==> run_1/port_nets.png <==
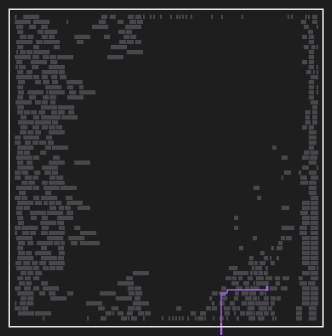
==> run_1/cell_classes.png <==
Scale bar: 50 microns. Fill, decap, tap and diode cells in gray.
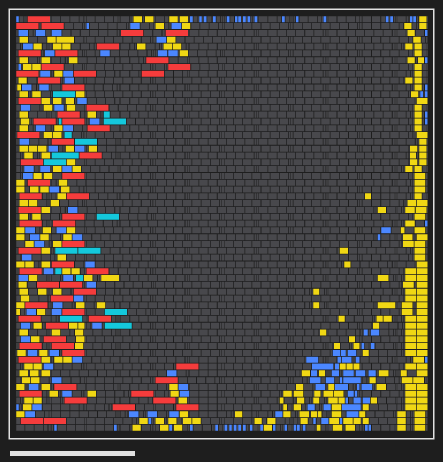
==> run_1/density.png <==
17 x 17 tiles, from white (low) to dark blue (high), 0 to 100% covered.
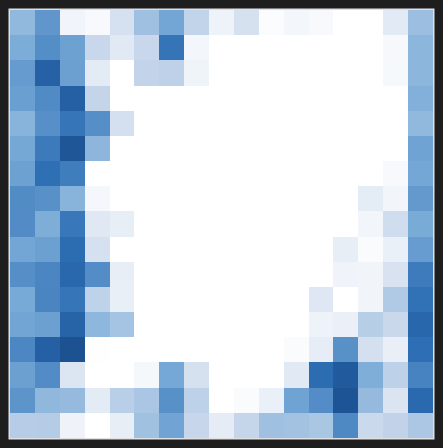
[src/rtl/cpu_front_end_pkg.sv]
// Shared LEGv8 front-end definitions: opcode patterns, branch condition codes
// and the ALU operation encoding used by the decoder.
package cpu_front_end_pkg;

  typedef enum logic [2:0] {
    ALU_PASS_B = 3'b000,
    ALU_ADD    = 3'b010,
    ALU_SUB    = 3'b011,
    ALU_AND    = 3'b100,
    ALU_OR     = 3'b101,
    ALU_XOR    = 3'b110
  } alu_op_t;

  // Opcode patterns, grouped by how many leading instruction bits they occupy.
  localparam logic [10:0] OP_ADDS  = 11'b10101011000;
  localparam logic [10:0] OP_SUBS  = 11'b11101011000;
  localparam logic [10:0] OP_AND   = 11'b10001010000;
  localparam logic [10:0] OP_EOR   = 11'b11001010000;
  localparam logic [10:0] OP_LDUR  = 11'b11111000010;
  localparam logic [10:0] OP_STUR  = 11'b11111000000;
  localparam logic [9:0]  OP_ADDI  = 10'b1001000100;
  localparam logic [7:0]  OP_CBZ   = 8'b10110100;
  localparam logic [7:0]  OP_BCOND = 8'b01010100;
  localparam logic [5:0]  OP_B     = 6'b000101;
  localparam logic [4:0]  COND_LT  = 5'b01011;

endpackage

[src/rtl/cpu_front_end_pc_reg.sv]
// 64-bit program-counter register with load enable and asynchronous
// active-low clear.
module pc_reg (
  input  logic        clk,
  input  logic        rst_n,
  input  logic        en,
  input  logic [63:0] d,
  output logic [63:0] q
);

  always_ff @(posedge clk or negedge rst_n) begin
    if (!rst_n) begin
      q <= 64'h0;
    end else if (en) begin
      q <= d;
    end
  end

endmodule

[src/rtl/cpu_front_end.sv]
// LEGv8 front end: registered PC plus a purely combinational instruction
// decoder and immediate extenders. Reset only touches the PC.
module cpu_front_end
  import cpu_front_end_pkg::*;
(
  input  logic        clk,
  input  logic        reset,
  input  logic [31:0] instruction,
  input  logic        zero,
  input  logic        negative,
  input  logic        overflow,
  input  logic [63:0] pc_d,
  input  logic        pc_en,
  output logic [63:0] pc,
  output logic        Reg2Loc,
  output logic        ALUsrc,
  output logic        ALUsrc1,
  output logic        MemtoReg,
  output logic        RegWrite,
  output logic        MemWri,
  output logic        Readmem,
  output logic        BrTaken,
  output logic        UncondBr,
  output logic [2:0]  ALUOp,
  output logic [63:0] DAddr9,
  output logic [63:0] CondAddr19,
  output logic [63:0] BrAddr26,
  output logic [63:0] Imm12
);

  alu_op_t alu_op;

  pc_reg u_pc_reg (
    .clk   (clk),
    .rst_n (reset),
    .en    (pc_en),
    .d     (pc_d),
    .q     (pc)
  );

  // Longest opcode patterns are tested first so a shorter pattern can never
  // shadow a more specific one.
  always_comb begin
    Reg2Loc  = 1'b0;
    ALUsrc   = 1'b0;
    ALUsrc1  = 1'b0;
    MemtoReg = 1'b0;
    RegWrite = 1'b0;
    MemWri   = 1'b0;
    Readmem  = 1'b0;
    BrTaken  = 1'b0;
    UncondBr = 1'b0;
    alu_op   = ALU_PASS_B;
    if (instruction[31:21] == OP_ADDS) begin
      Reg2Loc  = 1'b1;
      RegWrite = 1'b1;
      alu_op   = ALU_ADD;
    end else if (instruction[31:21] == OP_SUBS) begin
      Reg2Loc  = 1'b1;
      RegWrite = 1'b1;
      alu_op   = ALU_SUB;
    end else if (instruction[31:21] == OP_AND) begin
      Reg2Loc  = 1'b1;
      RegWrite = 1'b1;
      alu_op   = ALU_AND;
    end else if (instruction[31:21] == OP_EOR) begin
      Reg2Loc  = 1'b1;
      RegWrite = 1'b1;
      alu_op   = ALU_XOR;
    end else if (instruction[31:21] == OP_LDUR) begin
      ALUsrc   = 1'b1;
      MemtoReg = 1'b1;
      RegWrite = 1'b1;
      Readmem  = 1'b1;
      alu_op   = ALU_ADD;
    end else if (instruction[31:21] == OP_STUR) begin
      ALUsrc   = 1'b1;
      MemWri   = 1'b1;
      alu_op   = ALU_ADD;
    end else if (instruction[31:22] == OP_ADDI) begin
      ALUsrc   = 1'b1;
      ALUsrc1  = 1'b1;
      RegWrite = 1'b1;
      Reg2Loc  = 1'b1;
      alu_op   = ALU_ADD;
    end else if (instruction[31:24] == OP_CBZ) begin
      BrTaken  = zero;
    end else if ((instruction[31:24] == OP_BCOND) && (instruction[4:0] == COND_LT)) begin
      BrTaken  = negative ^ overflow;
    end else if (instruction[31:26] == OP_B) begin
      BrTaken  = 1'b1;
      UncondBr = 1'b1;
    end
  end

  assign ALUOp      = alu_op;
  assign DAddr9     = {{55{instruction[20]}}, instruction[20:12]};
  assign CondAddr19 = {{45{instruction[23]}}, instruction[23:5]};
  assign BrAddr26   = {{38{instruction[25]}}, instruction[25:0]};
  assign Imm12      = {52'h0, instruction[21:10]};

endmodule

[config.mk]
export PLATFORM = sky130hd
export DESIGN_NAME = cpu_front_end
export DESIGN_NICKNAME = d
export VERILOG_FILES = /design/src/rtl/cpu_front_end_pkg.sv /design/src/rtl/cpu_front_end_pc_reg.sv /design/src/rtl/cpu_front_end.sv
export SDC_FILE = /design/constraint.sdc
export NUM_CORES = 1
export LEC_CHECK = 0
export CORE_AREA = 2 2 167 169
export DETAILED_ROUTE_END_ITERATION = 8
export DIE_AREA = 0 0 169 171
export SYNTH_ARGS = -nofsm -noshare
export SYNTH_HDL_FRONTEND = slang
export SYNTH_SLANG_ARGS = --single-unit
export TNS_END_PERCENT = 1
[constraint.sdc]
create_clock -name clk -period 2.24 [get_ports clk]
set_clock_uncertainty 0.2 [all_clocks]
set_input_delay 0.448 -clock clk [delete_from_list [all_inputs] [get_ports clk]]
set_output_delay 0.448 -clock clk [all_outputs]
set_load 0.02 [all_outputs]
==> impl_metrics.csv, run 1 <==
group,metric,value,unit
drt,post-route-drc-count,0,
global_routing,antenna_found_initial,0,
global_routing,grt_start_max_net_pins,60,
timing,fin_crit,2.46,ns
placed_design,dpl_worst_slack,-1.05,ns
drt,routedWlPerCell,13.3,microns
logic_synthesis,yosys_cells,434,
layout,n_antenna_cell,0,
worst_setup_path,worstSetupStartpoint,"instruction[24]",
logic_synthesis,yosys_register_bits,64,
die,fp.dieW,169,microns
worst_setup_path,cpMostUsedCell,"sky130_fd_sc_hd__buf_6",
logic_synthesis,synthDominantCellAreaShare,42.1,%
drt,wirelength_routed,11600,microns
worst_setup_path,timing.critical_path.from_type,"input pin",
timing,max_freq,407,MHz
logic_synthesis,netlist_top_cells_area,"sky130_fd_sc_hd__buf_4, sky130_fd_sc_hd__dfrtp_1, sky130_fd_sc_hd__mux2_2",
worst_setup_path,worst_path_max_delay_cell,"sky130_fd_sc_hd__dlygate4sd2_1",
layout,area_growth_synth_to_finish,44.0,%
flow_run,log.warning_count,29,
die,floorplan.die_area,0.0289,sq mm
logic_synthesis,seq_area_frac_synth,35.0,%
power,worst_ir_drop_vdd,0.500,mV
clock_network,numCtsBuffers,9,
worst_setup_path,cp_slowest_stage_delay,0.27,ns
global_routing,busiest_layer,"met2",
run_status,result_of_the_run,"complete, but fails checks",
worst_setup_path,crit_arrival,1.81,ns
clock_network,insertion_delay,0.33,ns
timing,setup_total_negative_slack,-1.28,ns
worst_setup_path,timing.critical_path.cells,"dlygate4sd2_1, buf_6, and4_4, or2_4, buf_6, a211oi_4, buf_6",
global_routing,first_pass_grt_wire_length,16300,microns
global_routing,track_usage,7.45,%
logic_synthesis,synthDistinctLibCells,36,
placed_design,post-dp-hpwl,9190,microns
clock_network,cts_tree,"done",
global_routing,grt_util_met2,13.2,%
drt,met3WireLength,1710,microns
timing,hold_worst_slack,0.295,ns
clock_network,tritoncts_num_sinks,64,
layout,largest_register_ffs,64,
clock_network,clock_tree.htree_level_count,3,
global_routing,global_route.overflow_total,0,
timing,hold_viol,0,
clock_network,clock_path_buffers,2,
logic_synthesis,ys_async_sr_fraction,100,%
timing,grt_setup_unrepaired,"yes",
drt,wl_met2,5580,microns
power,power.density,612,mW/mm^2
worst_setup_path,reg2reg_from,"u_pc_reg.q[62]$_DFFE_PN0P_",
logic_synthesis,syn-cell-area,0.00458,sq mm
layout,top_regs,"u_pc_reg.q: 64 flops",
logic_synthesis,postSynthAreaPerCell,10.6,sq um
worst_hold_path,min-delay-path-class,"register to register",
drt,drt-met1-wl,4200,microns
global_routing,grt_use_met3,4.21,%
global_routing,grt_pass1_vias,2783,
run_status,failed_checks,"setup timing",
flow_run,maxCapViolCount,0,
power,power_leakage,3.23,nW
clock_network,worst_setup_hold_path_clk_slew,0.06,ns
drt,vias,2898,
clock_network,cts_root_buf,"sky130_fd_sc_hd__clkbuf_16",
drt,ant_nets,0,
drt,drt-initial-drc-count,18,
timing,setup_viol,11,
timing,timing.final.crit_share,110,%
placed_design,globalplace.congestion,0.726,
drt,detail_route.vias_per_cell,3.32,
timing,timing_max_transition_violations_final,0,
worst_setup_path,critical_path_class,"input pin to primary output",
layout,largest-register,"u_pc_reg.q",
drt,top_layer,"met4",
worst_setup_path,critPathCaptureType,"primary output",
drt,drt-pass1-iter-count,6,
logic_synthesis,synth.largest_area_cell,"sky130_fd_sc_hd__buf_4",
global_routing,grt_use_met1,7.36,%
worst_setup_path,critPathRequiredTime,1.59,ns
layout,fin_nets,623,
timing,post-route-worst-setup-slack,-0.218,ns
logic_synthesis,yosys_chip_area,0.00458,sq mm
layout,drive_above_1_share,28.7,%
logic_synthesis,syn_inst,434,
worst_setup_path,critical_path.max_fanout,4,
logic_synthesis,synth.yosys.warnings,0,
logic_synthesis,postSynth.topFlopCell,"sky130_fd_sc_hd__dfrtp_1",
worst_hold_path,timing.hold.worst.start,"u_pc_reg.q[61]$_DFFE_PN0P_",
logic_synthesis,edf_count,0,
die,die_h,171,microns
Notes on port_nets.png above:
UncondBr -> purple  # bits 1, direction output, edge south, end cells 1, buffers 1, wire 46.5 microns
top-level port count: 434
number of port buffers: 258

Notes on cell_classes.png above:
flip-flops -> red  # cells 64, share of their area 26%
all other logic -> blue  # cells 155, share of their area 21%
clock drivers and dummy loads -> cyan  # cells 16, share of their area 5.2%
other buffers and delay cells -> yellow  # cells 291, share of their area 48%
Site Rows: 61
register fraction of the total cell area: 24.3%
core area: 0.0273 sq mm

Notes on density.png above:
mean over tiles = 21%
nearly empty tiles = 45%
tiles over 75% full = 4.5%
emptiest ninth of the die = center
fullest tile = 87%
floorplan-stage core utilization: 16.8%
final cell utilization of the core: 24.1%

[run 1: worst paths after layout]
| path | slack (ns) | end | depth (start not counted) |
|---|---|---|---|
| max | -0.22 | BrTaken | 7 |
| min | 0.29 | u_pc_reg.q[61]$_DFFE_PN0P_ | 1 |
| max reg2reg | 1.21 | u_pc_reg.q[62]$_DFFE_PN0P_ | 1 |
| min reg2reg | 0.29 | u_pc_reg.q[61]$_DFFE_PN0P_ | 1 |
| max in group asynchronous | 0.99 | u_pc_reg.q[44]$_DFFE_PN0P_ | 3 |
| min in group asynchronous | 0.33 | u_pc_reg.q[29]$_DFFE_PN0P_ | 2 |
[run 1: layout make-up]
cell class	instances	area, sq um
fillers	2945	20700
repair buffers	291	2960
flip-flops and latches	64	1600
multi-input cells	153	1280
well taps	346	433
clock buffers	10	229
clock inverters	6	92.6
inverters	2	7.51
[run 1: worst max-delay path, delay by kind of cell]
| kind | cells | cell delay [ns] |
|---|---|---|
| buffers and inverters | 4 | 0.69 |
| AOI/OAI and AO/OA | 1 | 0.22 |
| and+or+nand+nor | 2 | 0.44 |
[run 1: what timing repair did]
action | in CTS | in global routing
setup buffers | 0 | 1
pin swaps | 9 | 7
hold buffers | 1 | 0
setup endpoints to repair | 106 | 71
endpoints found under the hold margin | 9 | 0
gates resized | 118 | 70
cloned | 0 | 0
[run 1: layout by cell type (no fill, tap or decap), drive strengths merged, types with 2 or more instances in the layout]
cell and n:
dlygate4sd2 36, nor3b 2, conb 52, clkdlybuf4s50 138, clkbuf 12, nor2b 2, or2 2, dfrtp 64
buf 50, nor4b 2, clkdlybuf4s15 5, dlymetal6s2s 59, mux2 64, nand3 4, inv 3, xnor2 2
clkinvlp 2, bufinv 2, nand3b 2, o21ai 2, nor2 3, nor4 2
[run 1: metrics by stage]
| stage | instances | total power, W | instance area [sq um] | utilization (%) |
|---|---|---|---|---|
| final | 872 | 0.00404 | 6600 | 24.1 |
| after global routing | 872 | 0.00421 | 6600 | 24.1 |
| after CTS | 871 | 0.00411 | 6410 | 23.5 |
| after detailed placement | 854 | 0.00256 | 6090 | 22.3 |
| after global placement | 854 | 0.00256 | 6090 | 22.3 |
| after floorplan | 485 | 0.00233 | 4800 | - |
[run 1: synthesized netlist by cell type (all sizes together) (2+ instances only)]
library cell,number
mux2,64
nor2b,2
xnor2,2
o21ai,2
nor2,3
nor3b,2
nor4,2
inv,2
nand3b,2
nand3,4
dfrtp,64
buf,265
or2,2
nor4b,2
[run 1: power by group]
| group | total (W) | switching [W] | internal, W |
|---|---|---|---|
| clock | 0.00153 | 0.000547 | 0.000980 |
| combinational | 0.00117 | 0.000589 | 0.000578 |
| sequential | 0.00134 | 0.0000677 | 0.00127 |
| total | 0.00404 | 0.00120 | 0.00283 |
[run 1: cell families (layout without fill, tap and decap cells)]
kind of cell,Yosys count,in the layout,synth area share [%]
AND-OR/OR-AND,6,6,0.820
XOR/XNOR,2,2,0.383
buffers and inverters,268,309,43.3
flip-flops,64,64,35.0
multiplexers,64,64,15.7
other,1,52,0.0819
AND/OR/NAND/NOR,29,29,4.75
==> run 1 -> run 2 <==
Settings changed: ABC_AREA from default to 1, CORE_AREA 2 2 167 169 to 2 2 170 172, DIE_AREA 0 0 169 171 to 0 0 172 174.
==> run_2/final_congestion.png <==
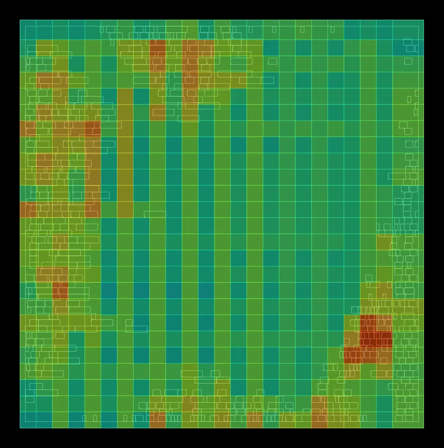
met3 Usage GRT: 3.73%
total track usage: 6.87%
final cell utilization of the core: 23.0%
met2 routing resource usage after global routing: 11.2%
post-detailed-route wirelength per cell: 11.8 microns

==> run_2/cell_classes.png <==
Scale bar: 50 microns. Fill, decap, tap and diode cells in gray.
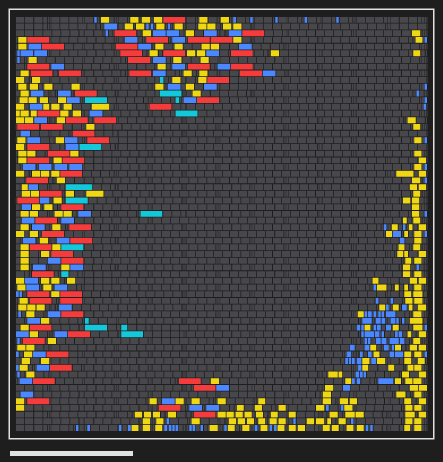
summed area of non-filler cells in the final layout: 0.00650 sq mm
core area: 0.0282 sq mm
Site Rows: 62
register fraction of the total cell area: 24.7%

==> run_2/met4.png <==
Scale bar: 50 microns. Supply wires on this layer in gray.
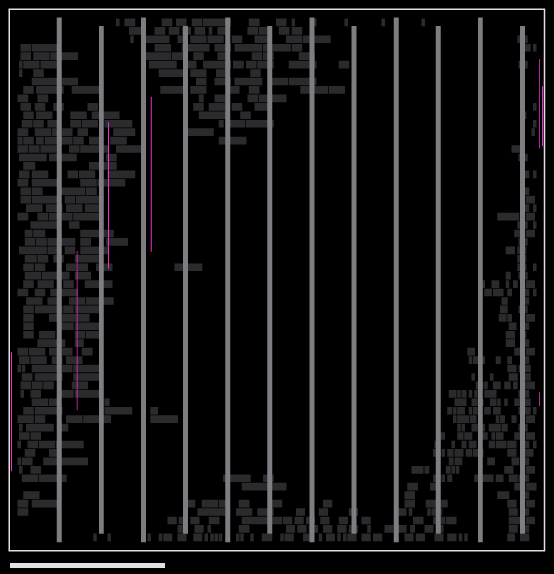
main direction = vertical
nets with wire on the layer = 6
wirelength, routed: 10900 microns
count of vias placed by the detailed router: 2822

==> run 2 against run 1 <==
  * The run now ends clean
  * Final area decreased by 1.5%
  * Non-clock buffer count decreased by 9
  * Total power decreased by 2.8%
  * Die size increased by 3.6%
  * Largest power group unchanged
==> impl_metrics.csv, run 2 <==
group,metric,value,unit
layout,post_layout_nonfiller_instances,923,
power,total_power,0.00392,W
power,worst_ir_drop_vdd,0.379,mV
clock_network,numCtsBuffers,9,
layout,largest_register_ffs,64,
clock_network,worst_setup_hold_path_clk_slew,0.06,ns
worst_setup_path,crit_arrival,1.56,ns
placed_design,number_of_port_buffers,258,
die,fp.dieW,172,microns
logic_synthesis,edf_count,0,
logic_synthesis,netlist_top_cells_area,"sky130_fd_sc_hd__buf_4, sky130_fd_sc_hd__dfrtp_1, sky130_fd_sc_hd__mux2_4",
logic_synthesis,postSynthAreaPerCell,10.8,sq um
clock_network,clock_tree.htree_level_count,3,
logic_synthesis,seq_area_frac_synth,32.7,%
power,net_switching_fraction_of_the_power,30.4,%
flow_run,maxCapViolCount,0,
global_routing,first_pass_grt_wire_length,15800,microns
layout,final_cell_mix,"sky130_fd_sc_hd__clkdlybuf4s50_1, sky130_fd_sc_hd__dlygate4sd2_1, sky130_fd_sc_hd__dfrtp_1, sky130_fd_sc_hd__mux2_4, sky130_fd_sc_hd__conb_1",
logic_synthesis,ys_async_sr_fraction,100,%
logic_synthesis,postSynth.topFlopCell,"sky130_fd_sc_hd__dfrtp_1",
global_routing,grt_pass1_vias,2885,
die,floorplanUtilization,17.3,%
worst_hold_path,timing.hold.worst_path_depth,1,
layout,area_growth_synth_to_finish,32.8,%
clock_network,tritoncts_num_sinks,64,
power,seq_power_share,34.3,%
worst_hold_path,timing.hold.worst.start,"u_pc_reg.q[46]$_DFFE_PN0P_",
logic_synthesis,top_cell,"sky130_fd_sc_hd__buf_4",
logic_synthesis,synthDominantCellAreaShare,39.4,%
timing,max_freq,452,MHz
run_status,result_of_the_run,"finished clean",
timing,timing.final.crit_share,98.7,%
logic_synthesis,syn-cell-area,0.00489,sq mm
drt,drt-pass1-iter-count,3,
worst_setup_path,timing.critical_path.from_type,"input pin",
global_routing,grt_start_max_net_pins,60,
clock_network,post-cts-setup-buffers,0,
power,switchingPower,0.00119,W
worst_setup_path,critPathRequiredTime,1.59,ns
drt,drt-initial-drc-count,68,
timing,setup_viol,0,
logic_synthesis,syn_inst,455,
worst_hold_path,whs_endpoint,"u_pc_reg.q[46]$_DFFE_PN0P_",
logic_synthesis,netlist_top_cells_count,"sky130_fd_sc_hd__buf_4, sky130_fd_sc_hd__dfrtp_1, sky130_fd_sc_hd__mux2_4, sky130_fd_sc_hd__nor2_1, sky130_fd_sc_hd__inv_1",
timing,fin_crit,2.21,ns
power,clock_network_fraction_of_total_power,35.2,%
power,power.density,604,mW/mm^2
drt,ant_nets,0,
timing,grt_setup_unrepaired,"yes",
power,power.internal,0.00273,W
logic_synthesis,yosys_register_bits,64,
die,floorplan.die_area,0.0299,sq mm
worst_setup_path,reg2reg_from,"u_pc_reg.q[42]$_DFFE_PN0P_",
logic_synthesis,synth.yosys.warnings,0,
layout,top_regs,"u_pc_reg.q: 64 flops",
worst_hold_path,min-delay-path-class,"register to register",
logic_synthesis,yosys_cells,455,
timing,hold_viol,0,
placed_design,globalplace.congestion,0.799,
layout,drive_above_1_share,27.6,%
worst_setup_path,critical_path_class,"input pin to primary output",
placed_design,post-dp-hpwl,8380,microns
clock_network,cts_root_buf,"sky130_fd_sc_hd__clkbuf_16",
worst_setup_path,critPathCaptureType,"primary output",
worst_setup_path,rr_worst_depth,1,
layout,n_antenna_cell,0,
worst_setup_path,r2r_setup_slack,1.23,ns
layout,layout_top_cell,"sky130_fd_sc_hd__clkdlybuf4s50_1",
global_routing,global_route.overflow_total,0,
worst_setup_path,worstSetupStartpoint,"instruction[22]",
drt,detail_route.vias_per_cell,3.06,
[run 2: worst max-delay path by stage]
| stage | end | slack, ns | cells after the start |
|---|---|---|---|
| 2_1_floorplan | BrTaken | 0.25 | 6 |
| 3_3_place_gp | ALUOp[0] | -0.65 | 8 |
| 5_1_grt | RegWrite | -0.04 | 9 |
| 4_1_cts | RegWrite | 0.003 | 9 |
| 3_5_place_dp | ALUOp[0] | -0.65 | 8 |
| 6_report | RegWrite | 0.03 | 9 |
[run 2: layout make-up]
cell class	count	area (sq um)
multi-input cells	165	1440
inverters	13	48.8
clock inverters	6	61.3
fillers	3106	21700
repair buffers	282	2640
clock buffers	9	225
well taps	384	480
flip-flops and latches	64	1600
[run 2: critical path, cell delays in order]
cell,delay (ns)
sky130_fd_sc_hd__dlygate4sd2_1,0.28
sky130_fd_sc_hd__buf_4,0.16
sky130_fd_sc_hd__inv_1,0.05
sky130_fd_sc_hd__nand3_1,0.11
sky130_fd_sc_hd__nor2_4,0.13
sky130_fd_sc_hd__inv_2,0.05
sky130_fd_sc_hd__buf_4,0.12
sky130_fd_sc_hd__nand3_2,0.09
sky130_fd_sc_hd__buf_12,0.12
[run 2: cells by family after synthesis]
| kind of cell | Yosys count | synth area share [%] |
|---|---|---|
| flip-flops | 64 | 32.7 |
| other | 1 | 0.0767 |
| AND-OR/OR-AND | 1 | 0.102 |
| AND/OR/NAND/NOR | 47 | 4.45 |
| XOR/XNOR | 1 | 0.179 |
| multiplexers | 64 | 19.3 |
| buffers and inverters | 277 | 43.1 |
[run 2: metal layers]
metal / wire [microns] / vias up / track usage (%)
li1: - / 1280 / -
met1: 3990 / 1276 / 7.30
met2: 5130 / 246 / 11.2
met3: 1550 / 20 / 3.73
met4: 237 / 0 / 2.94
met5: 0 / - / 0
[run 2: what timing repair did]
| action | in CTS | in global routing |
|---|---|---|
| hold buffers | 1 | 0 |
| gates resized | 157 | 21 |
| endpoints found under the hold margin | 59 | 0 |
| pin swaps | 13 | 6 |
| setup endpoints to repair | 104 | 11 |
[run 2: power groups by stage]
stage / Sequential, W / Combinational (W) / Clock (W)
after CTS: 0.00135 / 0.00121 / 0.00144
after global routing: 0.00136 / 0.00127 / 0.00147
after global placement: 0.00136 / 0.00125 / 0
after detailed placement: 0.00136 / 0.00126 / 0
after floorplan: 0.00150 / 0.000932 / 0
final: 0.00134 / 0.00120 / 0.00138
[run 2: per-stage QoR]
stage                     setup slack [ns]  hold WS [ns]  setup TNS, ns  util [%]
after global routing               -0.0438         0.319        -0.0686      23.0
final                               0.0294         0.308              0      23.0
after global placement              -0.648         0.291         -43.27      22.3
after CTS                          0.00313         0.311              0      23.1
after floorplan                      0.252       -0.0476              0         -
after detailed placement            -0.649         0.290         -46.12      22.3
Power is estimated from default activity; no workload was simulated.
